**config.mk**
```make
export PLATFORM = sky130hd
export DESIGN_NAME = uart_tx_core_flat
export DESIGN_NICKNAME = d
export VERILOG_FILES = /design/src/rtl/uart_pkg.sv /design/src/rtl/uart_tx_core_if.sv /design/src/rtl/uart_tx_fifo.sv /design/src/rtl/uart_tx_core.sv /design/src/flat_wrapper.sv
export SDC_FILE = /design/constraint.sdc
export NUM_CORES = 1
export LEC_CHECK = 0
export CAP_MARGIN = 25
export CORE_MARGIN = 3
export CORE_UTILIZATION = 35
export DETAILED_ROUTE_END_ITERATION = 16
export PLACE_DENSITY_LB_ADDON = 0.05
export SLEW_MARGIN = 30
export SYNTH_ARGS = -nofsm -noshare
export SYNTH_HDL_FRONTEND = slang
export SYNTH_HIERARCHICAL = 1
export SYNTH_SLANG_ARGS = --single-unit
```
**constraint.sdc**
```tcl
create_clock -name clk_i -period 3.2 [get_ports clk_i]
set_input_delay 0.8 -clock clk_i [delete_from_list [all_inputs] [get_ports clk_i]]
set_output_delay 0.8 -clock clk_i [all_outputs]
set_load 0.01 [all_outputs]
```
**src/rtl/uart_pkg.sv**
```systemverilog
// Shared types and helpers for the UART transmitter.
package uart_pkg;

  typedef enum logic [2:0] {
    IDLE,
    START,
    DATA,
    PARITY,
    STOP
  } tx_state_e;

  // Clock cycles per bit, rounded to nearest.
  function automatic int unsigned calc_div(input int unsigned clk, input int unsigned baud);
    return (clk + baud / 2) / baud;
  endfunction

endpackage

```
**src/rtl/uart_tx_core_if.sv**
```systemverilog
// Valid/ready word interface into the UART transmitter.
interface uart_tx_core_if #(
  parameter int unsigned DATA_BITS = 8
) ();

  logic [DATA_BITS-1:0] tx_data_i;
  logic                 tx_valid_i;
  logic                 tx_ready_o;

  modport master (output tx_data_i, output tx_valid_i, input tx_ready_o);
  modport slave  (input tx_data_i, input tx_valid_i, output tx_ready_o);

endinterface

```
**src/rtl/uart_tx_fifo.sv**
```systemverilog
// Synchronous FIFO with circular pointers and a registered level/full/empty.
module uart_tx_fifo #(
  parameter  int unsigned WIDTH = 8,
  parameter  int unsigned DEPTH = 4,
  localparam int unsigned LVL_W = $clog2(DEPTH + 1),
  localparam int unsigned PTR_W = $clog2(DEPTH)
) (
  input  logic             clk_i,
  input  logic             rst_i,
  input  logic             push,
  input  logic [WIDTH-1:0] wr_data,
  input  logic             pop,
  output logic [WIDTH-1:0] rd_data_c,
  output logic             full,
  output logic             empty,
  output logic [LVL_W-1:0] level
);

  logic [WIDTH-1:0] mem_q [DEPTH];
  logic [PTR_W-1:0] wr_ptr_q;
  logic [PTR_W-1:0] rd_ptr_q;
  logic             do_push_c;
  logic             do_pop_c;
  logic [LVL_W-1:0] level_d;

  assign rd_data_c = mem_q[rd_ptr_q];

  // A push while full is dropped even if a pop happens in the same cycle.
  always_comb begin
    do_push_c = push && !full;
    do_pop_c  = pop && !empty;
    level_d   = level;
    if (do_push_c && !do_pop_c) begin
      level_d = level + LVL_W'(1);
    end else if (do_pop_c && !do_push_c) begin
      level_d = level - LVL_W'(1);
    end
  end

  always_ff @(posedge clk_i) begin
    if (rst_i) begin
      wr_ptr_q <= '0;
      rd_ptr_q <= '0;
      level    <= '0;
      full     <= 1'b0;
      empty    <= 1'b1;
    end else begin
      if (do_push_c) begin
        wr_ptr_q <= wr_ptr_q + PTR_W'(1);
      end
      if (do_pop_c) begin
        rd_ptr_q <= rd_ptr_q + PTR_W'(1);
      end
      level <= level_d;
      full  <= (level_d == LVL_W'(DEPTH));
      empty <= (level_d == '0);
    end
  end

  always_ff @(posedge clk_i) begin
    if (do_push_c) begin
      mem_q[wr_ptr_q] <= wr_data;
    end
  end

endmodule

```
**src/rtl/uart_tx_core.sv**
```systemverilog
// UART transmitter: input FIFO feeding an LSB-first serialiser (start, data, [parity], stop).
// Define UART_TX_PARITY_EN to insert a parity bit after the data bits.
module uart_tx_core
  import uart_pkg::*;
#(
  parameter  int unsigned CLK_FREQ_HZ = 50_000_000,
  parameter  int unsigned BAUD_RATE   = 115_200,
  parameter  int unsigned DATA_BITS   = 8,
  parameter  int unsigned STOP_BITS   = 1,
  parameter  int unsigned FIFO_DEPTH  = 4,
  parameter  int unsigned PARITY_ODD  = 0,
  localparam int unsigned LVL_W       = $clog2(FIFO_DEPTH + 1)
) (
  input  logic             clk_i,
  input  logic             rst_i,
  uart_tx_core_if.slave    tx_if,
  output logic             uart_tx_o,
  output logic             busy_o,
  output logic [LVL_W-1:0] fifo_level_o
);

  localparam int unsigned DIV   = calc_div(CLK_FREQ_HZ, BAUD_RATE);
  localparam int unsigned CNT_W = (DIV > 1) ? $clog2(DIV) : 1;
  localparam int unsigned IDX_W = $clog2(DATA_BITS);

  // Elaboration-time parameter legality checks.
  if (DATA_BITS < 5 || DATA_BITS > 9) begin : g_bad_data_bits
    $error("uart_tx_core: DATA_BITS must be 5..9");
  end
  if (STOP_BITS < 1 || STOP_BITS > 2) begin : g_bad_stop_bits
    $error("uart_tx_core: STOP_BITS must be 1 or 2");
  end
  if (FIFO_DEPTH < 2 || (FIFO_DEPTH & (FIFO_DEPTH - 1)) != 0) begin : g_bad_depth
    $error("uart_tx_core: FIFO_DEPTH must be a power of two >= 2");
  end
  if (PARITY_ODD > 1) begin : g_bad_parity
    $error("uart_tx_core: PARITY_ODD must be 0 or 1");
  end
  if (DIV < 2) begin : g_bad_div
    $error("uart_tx_core: BAUD_RATE too high for CLK_FREQ_HZ");
  end

  tx_state_e            state_q, state_d;
  logic [CNT_W-1:0]     baud_cnt_q, baud_cnt_d;
  logic [IDX_W-1:0]     bit_idx_q, bit_idx_d;
  logic [DATA_BITS-1:0] shreg_q, shreg_d;
  logic                 line_c;
  logic                 busy_c;
  logic                 pop_c;
  logic                 bit_end_c;
  logic                 fifo_full;
  logic                 fifo_empty;
  logic [DATA_BITS-1:0] fifo_rd_data;
`ifdef UART_TX_PARITY_EN
  logic                 parity_q, parity_d;
`endif

  uart_tx_fifo #(
    .WIDTH (DATA_BITS),
    .DEPTH (FIFO_DEPTH)
  ) u_fifo (
    .clk_i     (clk_i),
    .rst_i     (rst_i),
    .push      (tx_if.tx_valid_i),
    .wr_data   (tx_if.tx_data_i),
    .pop       (pop_c),
    .rd_data_c (fifo_rd_data),
    .full      (fifo_full),
    .empty     (fifo_empty),
    .level     (fifo_level_o)
  );

  assign tx_if.tx_ready_o = !fifo_full;
  assign bit_end_c        = (baud_cnt_q == CNT_W'(DIV - 1));
  assign busy_c           = (state_q != IDLE) || !fifo_empty;

  // Next-state, bit timing and shifter control; the line level is registered one cycle later.
  always_comb begin
    state_d    = state_q;
    baud_cnt_d = bit_end_c ? '0 : baud_cnt_q + CNT_W'(1);
    bit_idx_d  = bit_idx_q;
    shreg_d    = shreg_q;
    pop_c      = 1'b0;
    line_c     = 1'b1;
`ifdef UART_TX_PARITY_EN
    parity_d   = parity_q;
`endif
    case (state_q)
      IDLE: begin
        baud_cnt_d = '0;
        if (!fifo_empty) begin
          pop_c   = 1'b1;
          state_d = START;
        end
      end
      START: begin
        line_c = 1'b0;
        if (bit_end_c) begin
          state_d   = DATA;
          bit_idx_d = '0;
        end
      end
      DATA: begin
        line_c = shreg_q[0];
        if (bit_end_c) begin
          shreg_d = shreg_q >> 1;
          if (bit_idx_q == IDX_W'(DATA_BITS - 1)) begin
            bit_idx_d = '0;
`ifdef UART_TX_PARITY_EN
            state_d   = PARITY;
`else
            state_d   = STOP;
`endif
          end else begin
            bit_idx_d = bit_idx_q + IDX_W'(1);
          end
        end
      end
`ifdef UART_TX_PARITY_EN
      PARITY: begin
        line_c = parity_q;
        if (bit_end_c) begin
          state_d = STOP;
        end
      end
`endif
      STOP: begin
        if (bit_end_c) begin
          if (bit_idx_q == IDX_W'(STOP_BITS - 1)) begin
            bit_idx_d = '0;
            // Chain straight into the next frame when a word is waiting.
            if (!fifo_empty) begin
              pop_c   = 1'b1;
              state_d = START;
            end else begin
              state_d = IDLE;
            end
          end else begin
            bit_idx_d = bit_idx_q + IDX_W'(1);
          end
        end
      end
      default: begin
        state_d = IDLE;
      end
    endcase
    if (pop_c) begin
      shreg_d  = fifo_rd_data;
`ifdef UART_TX_PARITY_EN
      parity_d = (^fifo_rd_data) ^ 1'(PARITY_ODD);
`endif
    end
  end

  always_ff @(posedge clk_i) begin
    if (rst_i) begin
      state_q    <= IDLE;
      baud_cnt_q <= '0;
      bit_idx_q  <= '0;
      shreg_q    <= '0;
      uart_tx_o  <= 1'b1;
      busy_o     <= 1'b0;
`ifdef UART_TX_PARITY_EN
      parity_q   <= 1'b0;
`endif
    end else begin
      state_q    <= state_d;
      baud_cnt_q <= baud_cnt_d;
      bit_idx_q  <= bit_idx_d;
      shreg_q    <= shreg_d;
      uart_tx_o  <= line_c;
      busy_o     <= busy_c;
`ifdef UART_TX_PARITY_EN
      parity_q   <= parity_d;
`endif
    end
  end

endmodule

```
**src/flat_wrapper.sv**
```systemverilog
// flat-port wrapper written by rule: the top's interface ports become plain ports
module uart_tx_core_flat import uart_pkg::*;
#(
  parameter  int unsigned CLK_FREQ_HZ = 50_000_000,
  parameter  int unsigned BAUD_RATE   = 115_200,
  parameter  int unsigned DATA_BITS   = 8,
  parameter  int unsigned STOP_BITS   = 1,
  parameter  int unsigned FIFO_DEPTH  = 4,
  parameter  int unsigned PARITY_ODD  = 0,
  localparam int unsigned LVL_W       = $clog2(FIFO_DEPTH + 1)
)
  (clk_i, rst_i, uart_tx_o, busy_o, fifo_level_o, tx_if_tx_data_i, tx_if_tx_valid_i, tx_if_tx_ready_o);
  uart_tx_core_if #(.DATA_BITS(DATA_BITS)) tx_if_i ();
  input  logic clk_i;
  input  logic rst_i;
  output logic uart_tx_o;
  output logic busy_o;
  output logic [LVL_W-1:0] fifo_level_o;
  input wire logic [$bits(tx_if_i.tx_data_i)-1:0] tx_if_tx_data_i;
  input wire logic [$bits(tx_if_i.tx_valid_i)-1:0] tx_if_tx_valid_i;
  output wire logic [$bits(tx_if_i.tx_ready_o)-1:0] tx_if_tx_ready_o;
  assign tx_if_i.tx_data_i = tx_if_tx_data_i;
  assign tx_if_i.tx_valid_i = tx_if_tx_valid_i;
  assign tx_if_tx_ready_o = tx_if_i.tx_ready_o;
  uart_tx_core #(.CLK_FREQ_HZ(CLK_FREQ_HZ), .BAUD_RATE(BAUD_RATE), .DATA_BITS(DATA_BITS), .STOP_BITS(STOP_BITS), .FIFO_DEPTH(FIFO_DEPTH), .PARITY_ODD(PARITY_ODD)) u_core (.clk_i(clk_i), .rst_i(rst_i), .tx_if(tx_if_i), .uart_tx_o(uart_tx_o), .busy_o(busy_o), .fifo_level_o(fifo_level_o));
endmodule
```
==> impl_metrics.py <==
# Synthesis and PnR figures
metrics = {
    "outcome": {
        "outcome": "completed",
    },
    "cts": {
        "cts_buffers": 9,
        "clkTransAtPathRegs_ns": 0.07,
        "ctsRootBufferMaster": "clkbuf_8",
        "cts_resized": 0,
        "clk_latency_ns": 0.35,
        "cts_buffer_depth": 2,
        "cts.sinks": 68,
        "cts_setup_buffers": 0,
        "cts_htree_levels": 3,
        "ctsHoldBuffers": 0,
    },
    "drt": {
        "wl_mm": 5.569,
        "wl_met1_mm": 2.751,
        "wl_met2_mm": 2.572,
        "wl_met3_um": 176,
        "ant_nets": 0,
        "top_layer": "met4",
        "wl_per_cell_um": 14.69,
        "drt_iter0_markers": 44,
    },
    "global_route": {
        "grt_pass1_vias": 1863,
        "overflow": 0,
        "antenna_found_initial": 0,
    },
    "worst_setup_path": {
        "worstPathRequired_ns": 3.43,
        "worst_ep_arrival_time_ns": 2.73,
        "worst_path_max_delay_cell": "nor4b_1",
        "cp-start-kind": "flop",
        "r2r_cells": 11,
        "r2r_setup_slack_ns": 0.70,
        "crit_type": "flop to flop",
        "cpPeakStageDelay_ns": 0.41,
        "path_max_fanout": 9,
        "path_cells": "inv_1 > ha_1 > nor4b_1 > and4_1 > nor2_1 > buf_4 > inv_1 > nor2b_4 > xnor2_2 > a311oi_2 > o31ai_1",
        "cpMostUsedCell": "inv_1",
    },
    "floorplanning": {
        "boundaryPins": 17,
        "fp.dieH_um": 98.88,
        "num_rows": 33,
        "die-area_um2": 9776,
    },
    "min_path": {
        "holdPathStages": 2,
        "hold_class": "flop to flop",
    },
    "job": {
        "warnings": 32,
        "cap_violations": 0,
    },
    "timing": {
        "layout_worst_path_cycle_share_pct": 78.14,
        "finClkSkew_ns": 0.01218,
        "slew_headroom_pct": 51.73,
        "rsz0062_at_grt": "no",
        "setup_viol": 0,
        "tightest_slew_ns": 0.7186,
        "fmax_mhz": 399.9,
    },
    "synth": {
        "yosysWarnings": 6,
        "yosys_cells": 250,
        "syn_inst": 250,
        "mappedNetlistArea_um2": 3019,
        "top_area_cell": "edfxtp_1",
        "ys_ff": 68,
        "netlist-cell-type-count": 49,
        "postSynthAreaPerCell_um2": 12.08,
        "async_flop_share_pct": 0,
        "top_cells_by_area": "edfxtp_1, dfxtp_1, mux4_2",
        "yosysTopAreaCellShare_pct": 31.83,
        "yosys_area_um2": 3019,
    },
    "place": {
        "port_buffers": 16,
        "place_congestion": 0.6610,
        "dpl_cell_area_um2": 3279,
    },
    "pwr": {
        "powerDensity_nw_per_um2": 705.1,
        "vdd_drop_max_v": 0.0002498,
    },
    "final_layout": {
        "syn_to_final_growth_pct": 16.00,
        "lay_top_count": "dfxtp_1",
        "fin_area_um2": 3502,
        "drive_above_1_share_pct": 13.87,
        "final_cell_mix": "dfxtp_1, edfxtp_1, nor2_1, a21oi_1, clkdlybuf4s50_1",
        "antenna-diode-count": 0,
    },
}
synth_stat cells (2+ instances only):
master and count:
ha_1 11, nand3_1 5, inv_1 13, nand2_1 10, nor2b_1 2, nor4b_1 2
nor3_1 6, nor2b_4 2, nor2_1 23, mux4_2 8, mux2i_1 7, xnor2_1 10
and4_1 2, nand4_1 3, buf_1 2, a21oi_1 17, clkbuf_1 6, edfxtp_1 32
xor2_1 3, and2_1 4, nor4_1 2, or4b_2 3, a211oi_1 8, nand2b_1 5
o21ai_0 5, dfxtp_1 36
per-layer routing:
| metal | GRT usage [%] | vias up |
|---|---|---|
| met5 | 0 | - |
| met3 | 3.822 | 7 |
| met1 | 16.41 | 895 |
| met2 | 18.65 | 17 |
| met4 | 4.412 | 0 |
| li1 | - | 955 |
critical path, delay by kind of cell, from the launching register on:
kind	cells	cell delay (ns)
and+or+nand+nor	4	1.02
AOI/OAI and AO/OA	2	0.45
DFF	1	0.34
buffers and inverters	3	0.34
adders and majority gates	1	0.14
xor gates and xnor gates	1	0.11
metrics by stage:
step	setup slack [ns]	hold WS [ns]	power [mW]	std cells	util (%)
global route	0.5070	0.5185	2.617	379	42.20
global placement	0.7164	0.4708	1.718	363	39.51
floorplan	0.9234	0.4452	1.547	250	-
detailed placement	0.6993	0.4747	1.716	363	39.51
CTS	0.7002	0.4846	2.512	379	42.20
finish	0.6995	0.4847	2.469	379	42.20
worst paths after layout:
kind / startpoint / end
worst max-delay path: u_core/bit_idx_q[0] / u_core/u_fifo/empty
worst min-delay path: u_core/bit_idx_q[1] / u_core/bit_idx_q[1]
worst max register to register: u_core/bit_idx_q[0] / u_core/u_fifo/empty
worst min register to register: u_core/bit_idx_q[1] / u_core/bit_idx_q[1]
logic make-up after synthesis:
logic type      after synthesis  share of synthesized area (%)
simple gates                 77                          15.04
flops                        68                          55.70
compound gates               40                          8.579
buf+inv                      25                          3.523
mux                          15                          8.288
xor+xnor                     14                          4.310
fa+ha+maj                    11                          4.559
final cells by class:
cell class / instances / area, um^2 / share of cell area [%]
Inverter: 14 / 52.55 / 1.501
Clock inverter: 7 / 98.84 / 2.822
Sequential cell: 68 / 1682 / 48.02
Clock buffer: 9 / 123.9 / 3.537
Tap cell: 105 / 131.4 / 3.751
Multi-Input combinational cell: 157 / 1231 / 35.16
Timing Repair Buffer: 19 / 182.7 / 5.216
state kept, by name, summed over array words and instances, names as in the netlist, 2 cells and up, named ones only:
register                flops
u_core/u_fifo/mem_q        32
u_core/baud_cnt_q           9
u_core/shreg_q              8
u_core/bit_idx_q            3
u_core/state_q              3
u_core/u_fifo/level         3
u_core/u_fifo/rd_ptr_q      2
u_core/u_fifo/wr_ptr_q      2
report_power, final:
part | total (mW) | leakage [nW] | switching, mW | internal (mW)
Combinational | 0.542 | 0.452 | 0.269 | 0.273
Clock | 0.780 | 0.110 | 0.338 | 0.442
Sequential | 1.15 | 0.588 | 0.109 | 1.04
Figure 1. Floorplan with the power grid.
(4 px per um) Pins as bars on the die edge.
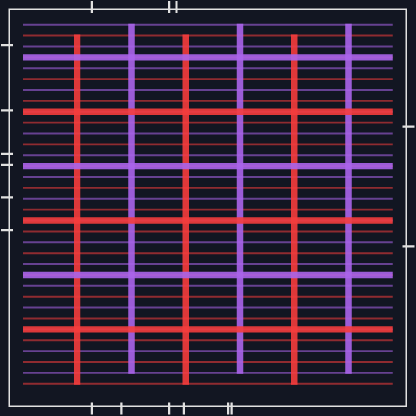
VSS -> red
VDD -> purple
met4 straps = 6
signal pins = 17

Figure 2. Local utilization.
(4 px per um) The die is cut into 10 by 10 equal tiles; black is low, pale yellow is high, 0 to 100% covered.
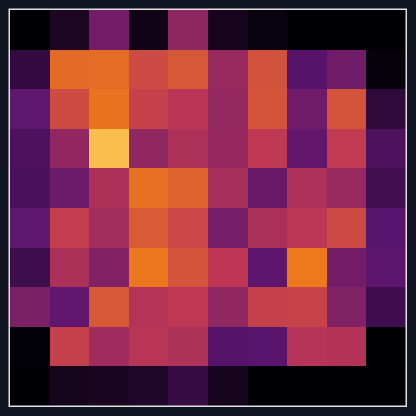
densest ninth of the die = centre
tiles over 75% full = 1.0%
nearly empty tiles = 12%
emptiest ninth of the die = north-east
fullest tile = 86%
core area: 8299 um^2
Init Core Util: 36.38%
final core occ: 42.20%

Figure 3. Where the registers sit.
(4 px per um)
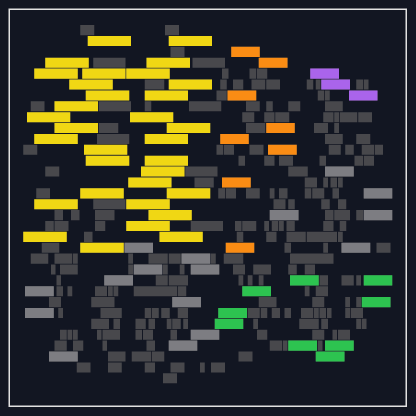
`u_core/baud_cnt_q` -> green  # flops 9
`u_core/bit_idx_q` -> purple  # flops 3
`u_core/shreg_q` -> orange  # flops 8
`u_core/u_fifo/mem_q` -> yellow  # flops 32

Power is estimated from default activity; no workload was simulated.
